### config.mk
export PLATFORM = sky130hd
export DESIGN_NAME = mxc_prescaler_bank
export DESIGN_NICKNAME = d
export VERILOG_FILES = /design/src/rtl/mxc_pkg.sv /design/src/rtl/mxc_div_channel.sv /design/src/rtl/mxc_prescaler_bank.sv
export SDC_FILE = /design/constraint.sdc
export NUM_CORES = 2
export LEC_CHECK = 0
export CAP_MARGIN = 20
export CORE_MARGIN = 1
export CORE_UTILIZATION = 40
export DETAILED_ROUTE_END_ITERATION = 12
export MAX_ROUTING_LAYER = met4
export PLACE_DENSITY_LB_ADDON = 0.12
export SETUP_SLACK_MARGIN = 0.15
export SLEW_MARGIN = 0
export SYNTH_ARGS = -nofsm -noshare
export SYNTH_HDL_FRONTEND = slang
export SYNTH_SLANG_ARGS = --single-unit
export TNS_END_PERCENT = 30
### constraint.sdc
create_clock -name clk -period 8.1 [get_ports clk]
set_clock_uncertainty 0.05 [all_clocks]
set_input_delay 1.62 -clock clk [delete_from_list [all_inputs] [get_ports clk]]
set_output_delay 1.62 -clock clk [all_outputs]
set_load 0.005 [all_outputs]
### src/rtl/mxc_pkg.sv
// Shared constants and helpers for the multiplexed prescaler bank.
package mxc_pkg;

  // Smallest divide value that produces an output; below this a channel idles.
  localparam int DIV_MIN    = 2;

  // Default widths: the divide value is written as two bus-sized halves.
  localparam int HALF_W_DEF = 16;
  localparam int CNT_W_DEF  = 2 * HALF_W_DEF;

  // Encoding of mxhsel: which half of the divide value a write targets.
  localparam logic HSEL_HI  = 1'b1;
  localparam logic HSEL_LO  = 1'b0;

  // Ceiling log2, used to size channel selects.
  function automatic int clog2(input int value);
    int result;
    result = 0;
    while ((1 << result) < value) begin
      result = result + 1;
    end
    return result;
  endfunction

endpackage

### src/rtl/mxc_div_channel.sv
// One prescaler channel: down-counter with glitch-free adoption of a staged
// divide value at terminal count, on sync, or on channel reset.
module mxc_div_channel
  import mxc_pkg::*;
#(
  parameter int CNT_W = CNT_W_DEF
) (
  input  logic             clk,
  input  logic             rst,
  input  logic             ch_rst,
  input  logic             en,
  input  logic             sync,
  input  logic [CNT_W-1:0] shadow,
  input  logic             pending,
  output logic             load_ack,
  output logic             clkout,
  output logic             tick
);

  localparam logic [CNT_W-1:0] DIV_MIN_W = CNT_W'(DIV_MIN);
  localparam logic [CNT_W-1:0] ONE_W     = CNT_W'(1);

  logic [CNT_W-1:0] active_reg, active_next;
  logic [CNT_W-1:0] cnt_reg, cnt_next;
  logic             clkout_reg, clkout_next;
  logic             tick_reg, tick_next;
  logic             running;

  // Starting count for a divide value; idle values pin the counter at zero.
  function automatic logic [CNT_W-1:0] start_cnt(input logic [CNT_W-1:0] d);
    return (d < DIV_MIN_W) ? '0 : (d - ONE_W);
  endfunction

  // Next-state: channel reset > sync > terminal-count reload > count down.
  always_comb begin
    active_next = active_reg;
    cnt_next    = cnt_reg;
    load_ack    = 1'b0;
    running     = en && (active_reg >= DIV_MIN_W);
    clkout_next = running && (cnt_reg >= (active_reg >> 1));
    tick_next   = running && (cnt_reg == '0);
    if (ch_rst) begin
      active_next = shadow;
      cnt_next    = start_cnt(shadow);
      load_ack    = 1'b1;
      clkout_next = 1'b0;
      tick_next   = 1'b0;
    end else if (sync && en) begin
      active_next = shadow;
      cnt_next    = start_cnt(shadow);
      load_ack    = 1'b1;
    end else if (en && (cnt_reg == '0)) begin
      if (pending) begin
        active_next = shadow;
        cnt_next    = start_cnt(shadow);
        load_ack    = 1'b1;
      end else begin
        cnt_next = start_cnt(active_reg);
      end
    end else if (en) begin
      cnt_next = cnt_reg - ONE_W;
    end
  end

  // State and registered outputs.
  always_ff @(posedge clk) begin
    if (rst) begin
      active_reg <= '0;
      cnt_reg    <= '0;
      clkout_reg <= 1'b0;
      tick_reg   <= 1'b0;
    end else begin
      active_reg <= active_next;
      cnt_reg    <= cnt_next;
      clkout_reg <= clkout_next;
      tick_reg   <= tick_next;
    end
  end

  assign clkout = clkout_reg;
  assign tick   = tick_reg;

endmodule

### src/rtl/mxc_prescaler_bank.sv
// Bank of multiplexed prescaler channels: bus write qualification, per-channel
// shadow/pending staging, readback mux and the channel instances.
module mxc_prescaler_bank
  import mxc_pkg::*;
#(
  parameter int N_CH   = 8,
  parameter int CNT_W  = CNT_W_DEF,
  parameter int HALF_W = HALF_W_DEF,
  parameter int SEL_W  = 4
) (
  input  logic              clk,
  input  logic              rst,
  input  logic [N_CH-1:0]   ch_rst,
  input  logic [N_CH-1:0]   ch_en,
  input  logic              sync_in,
  input  logic              wr_sel,
  input  logic              write_int,
  input  logic              dtack,
  input  logic [SEL_W-1:0]  mxsel,
  input  logic              mxhsel,
  input  logic [HALF_W-1:0] wr_data,
  output logic [CNT_W-1:0]  rd_data,
  output logic [N_CH-1:0]   clkout,
  output logic [N_CH-1:0]   tick
);

  logic                         dtack_q_reg;
  logic                         wr_pulse_reg;
  logic [N_CH-1:0][CNT_W-1:0]   shadow_bus;
  logic [N_CH-1:0]              pending_bus;
  logic [N_CH-1:0]              load_ack;

  // One write per dtack rising edge, qualified by address match and write cycle.
  always_ff @(posedge clk) begin
    if (rst) begin
      dtack_q_reg  <= 1'b0;
      wr_pulse_reg <= 1'b0;
    end else begin
      dtack_q_reg  <= dtack;
      wr_pulse_reg <= wr_sel & write_int & dtack & ~dtack_q_reg;
    end
  end

  generate
    for (genvar gi = 0; gi < N_CH; gi++) begin : g_ch
      logic [CNT_W-1:0] shadow_reg;
      logic             pending_reg;
      logic             wr_hit;

      // Out-of-range selects match no channel, so those writes vanish.
      assign wr_hit = wr_pulse_reg && (mxsel == SEL_W'(gi));

      // Shadow staging; a high-half write arms the value for adoption, and
      // wins over a same-cycle load so the new value is not lost.
      always_ff @(posedge clk) begin
        if (rst) begin
          shadow_reg  <= '0;
          pending_reg <= 1'b0;
        end else begin
          if (wr_hit) begin
            if (mxhsel == HSEL_HI) begin
              shadow_reg[CNT_W-1:HALF_W] <= wr_data;
            end else begin
              shadow_reg[HALF_W-1:0] <= wr_data;
            end
          end
          if (wr_hit && (mxhsel == HSEL_HI)) begin
            pending_reg <= 1'b1;
          end else if (load_ack[gi]) begin
            pending_reg <= 1'b0;
          end
        end
      end

      assign shadow_bus[gi]  = shadow_reg;
      assign pending_bus[gi] = pending_reg;

      mxc_div_channel #(
        .CNT_W (CNT_W)
      ) u_ch (
        .clk      (clk),
        .rst      (rst),
        .ch_rst   (ch_rst[gi]),
        .en       (ch_en[gi]),
        .sync     (sync_in),
        .shadow   (shadow_bus[gi]),
        .pending  (pending_bus[gi]),
        .load_ack (load_ack[gi]),
        .clkout   (clkout[gi]),
        .tick     (tick[gi])
      );
    end
  endgenerate

  // Readback of the selected shadow value; unmapped selects read zero.
  always_comb begin
    rd_data = '0;
    for (int i = 0; i < N_CH; i++) begin
      if (mxsel == SEL_W'(i)) begin
        rd_data = shadow_bus[i];
      end
    end
  end

endmodule

==> images/met1.png <==
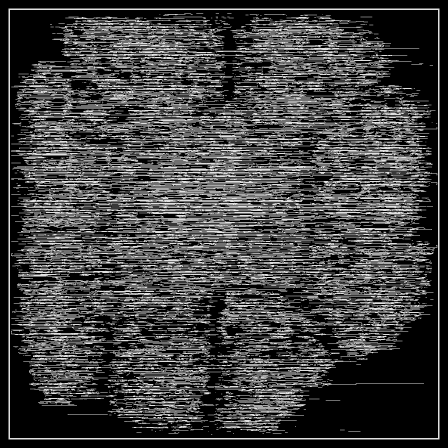
7366 nets have wire on it. The wires run mostly horizontal.

==> images/met2.png <==
Scale bar: 100 um. Cells faint in the background.
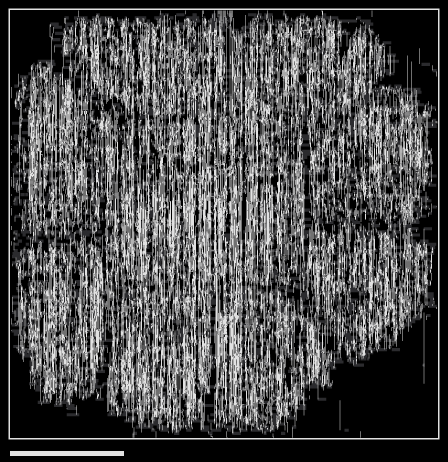
6049 nets have wire on it. The longest straight run is 112 um. The wires run mostly vertical.

==> results_dict.tcl <==
# place-and-route summary
set metrics [dict create \
    outcome "complete, no violations" \
    grtUsageMet3 0.0427 \
    drc 0 \
    async_flop_share 0 \
    power.leakage_nw 23.1 \
    setup_viol_count_final 0 \
    holdPathStages 2 \
    clock-root-buffer "clkbuf_16" \
    grt.met2_usage 0.486 \
    layout_filler_cell_count 14200 \
    totalNegativeSetupSlack_ns 0 \
    maxSlewHeadroom 0.206 \
    critical_path.endpoint_type "output port" \
    finalHoldViolations 0 \
    routed_wirelength_mm 229 \
    cell_with_the_most_instances_on_the_worst_path "buf_4" \
    r2r_cells 7 \
    cts.htree.levels 3 \
    die_area_sq_um 141000 \
    detailedRoute.firstPassIterationCount 8 \
    post_synth_inst_count 7748 \
    startpoint_type "primary input" \
    routed_via_density 6.16 \
    kind_of_critical_path "primary input to output port" \
    die_w_um 375 \
    worst-path-max-fanout 31 \
    syn-cell-area_sq_um 55800 \
    highest_layer "met4" \
    met3WireLength_mm 17.0 \
    area_growth_pct 9.62 \
    floorplan.rows 136 \
    cts_tree "built" \
    num-nets-final 7831 \
    critical-path-max-stage-delay_ns 0.61 \
]
==> images/met3.png <==
Scale bar: 100 um.
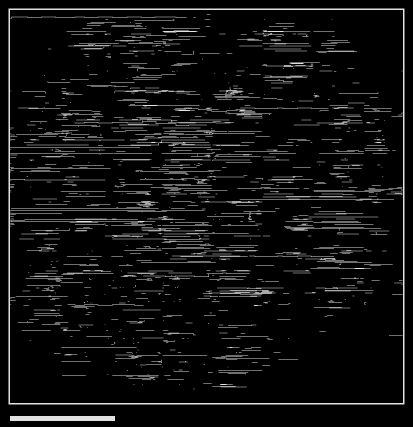
The layer carries 17000 um of wire. The longest straight run is 147 um. 816 nets have wire on it. The layer holds 7.4% of the routed length. The wires run mostly horizontal.

==> images/met4.png <==
Cells faint in the background.
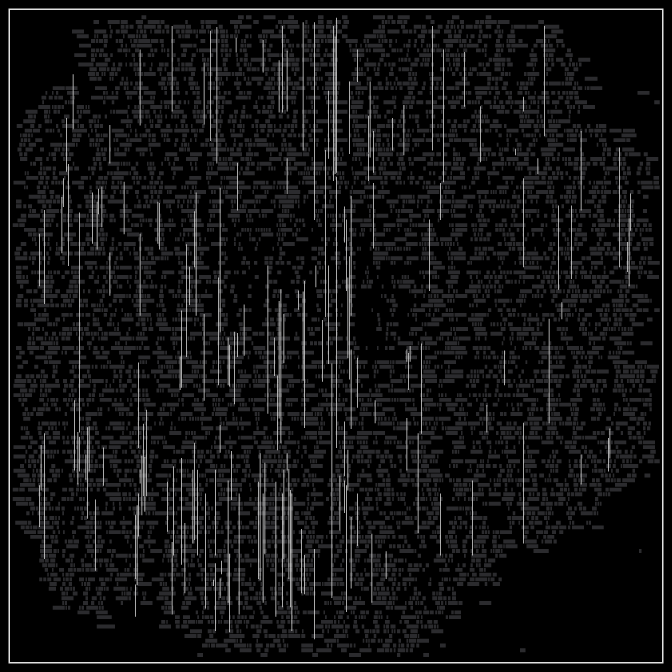
The longest straight run is 156 um. The layer holds 3.3% of the routed length. The layer carries 7440 um of wire. 126 nets have wire on it.

-- cells in the mapped netlist (all sizes together), types with 123 or more instances --
| cell | number | share of area |
|---|---|---|
| a21o | 128 | 0.017 |
| clkbuf | 480 | 0.033 |
| ha | 288 | 0.065 |
| nor2 | 461 | 0.031 |
| dfxtp | 794 | 0.28 |
| o21ai | 443 | 0.040 |
| xnor2 | 371 | 0.058 |
| nand2 | 1426 | 0.096 |
| nor4 | 248 | 0.031 |
| nand3 | 165 | 0.015 |
| or4 | 123 | 0.017 |
| xor2 | 124 | 0.019 |
| a21oi | 821 | 0.074 |
| inv | 320 | 0.022 |
| nor3 | 270 | 0.025 |
| nand4 | 170 | 0.019 |
-- cells in the final DEF (no fill, tap or decap), drive strengths merged, types with 37 or more instances in the layout --
master	n
nand2	1426
a21oi	821
dfxtp	794
nor2	461
o21ai	443
xnor2	371
inv	321
ha	288
nor3	270
nor4	248
nand4	170
nand3	165
clkbuf	139
a21o	128
xor2	124
or4	123
buf	101
or3	93
a211oi	87
clkdlybuf4s50	87
a31oi	64
o31ai	62
or2	61
a22oi	54
a32o	47
nand2b	37
-- worst paths after layout --
check / start / to / slack (ns)
worst max register to register: g_ch[5].u_ch.cnt_reg[8] / g_ch[5].u_ch.cnt_reg[29] / 3.92
worst max-delay path: mxsel[0] / rd_data[0] / 1.14
worst min-delay path: g_ch[5].u_ch.active_reg[12] / g_ch[5].u_ch.active_reg[12] / 0.41
worst min register to register: g_ch[5].u_ch.active_reg[12] / g_ch[5].u_ch.active_reg[12] / 0.41
-- cell type report --
| cell class | count | area (sq um) | area share |
|---|---|---|---|
| Antenna cell | 8 | 20.0 | 0.000327 |
| Clock buffer | 138 | 2880 | 0.0470 |
| Clock inverter | 41 | 532 | 0.00869 |
| Inverter | 320 | 1200 | 0.0196 |
| Multi-Input combinational cell | 6096 | 36600 | 0.599 |
| Sequential cell | 794 | 15900 | 0.260 |
| Tap cell | 1863 | 2330 | 0.0381 |
| Timing Repair Buffer | 189 | 1670 | 0.0273 |
-- cell families (layout without fill, tap and decap cells) --
group                      count (synthesis)  in the layout  share of synthesized area
other                                      0              8                          0
AOI/OAI and AO/OA                       2025           2025                      0.223
adders and majority gates                288            288                     0.0646
muxes                                     33             33                    0.00596
buffers and inverters                    858            688                     0.0605
DFF                                      794            794                      0.285
and+or+nand+nor                         3255           3255                      0.284
xor gates and xnor gates                 495            495                     0.0777
-- worst max-delay path, delay by kind of cell --
| family | cells | cell delay [ns] |
|---|---|---|
| and+or+nand+nor | 2 | 0.79 |
| buffers and inverters | 5 | 1.97 |
| AOI/OAI and AO/OA | 4 | 0.89 |
-- power breakdown --
group | leakage [nW] | internal [mW] | switching (mW)
logic | 15.0 | 0.621 | 1.08
registers | 6.44 | 4.00 | 0.166
clock network | 1.66 | 2.79 | 1.94
-- metrics by stage --
step	area [sq um]	hold slack (ns)	setup slack (ns)	total power, mW
detailed placement	57700	0.397	1.25	5.91
global route	61200	0.430	1.10	11.0
finish	61200	0.405	1.14	10.6
floorplan	55800	0.317	2.77	5.39
CTS	61100	0.408	1.25	10.6
global placement	57700	0.389	1.26	5.90
Power and IR drop assume default switching activity.
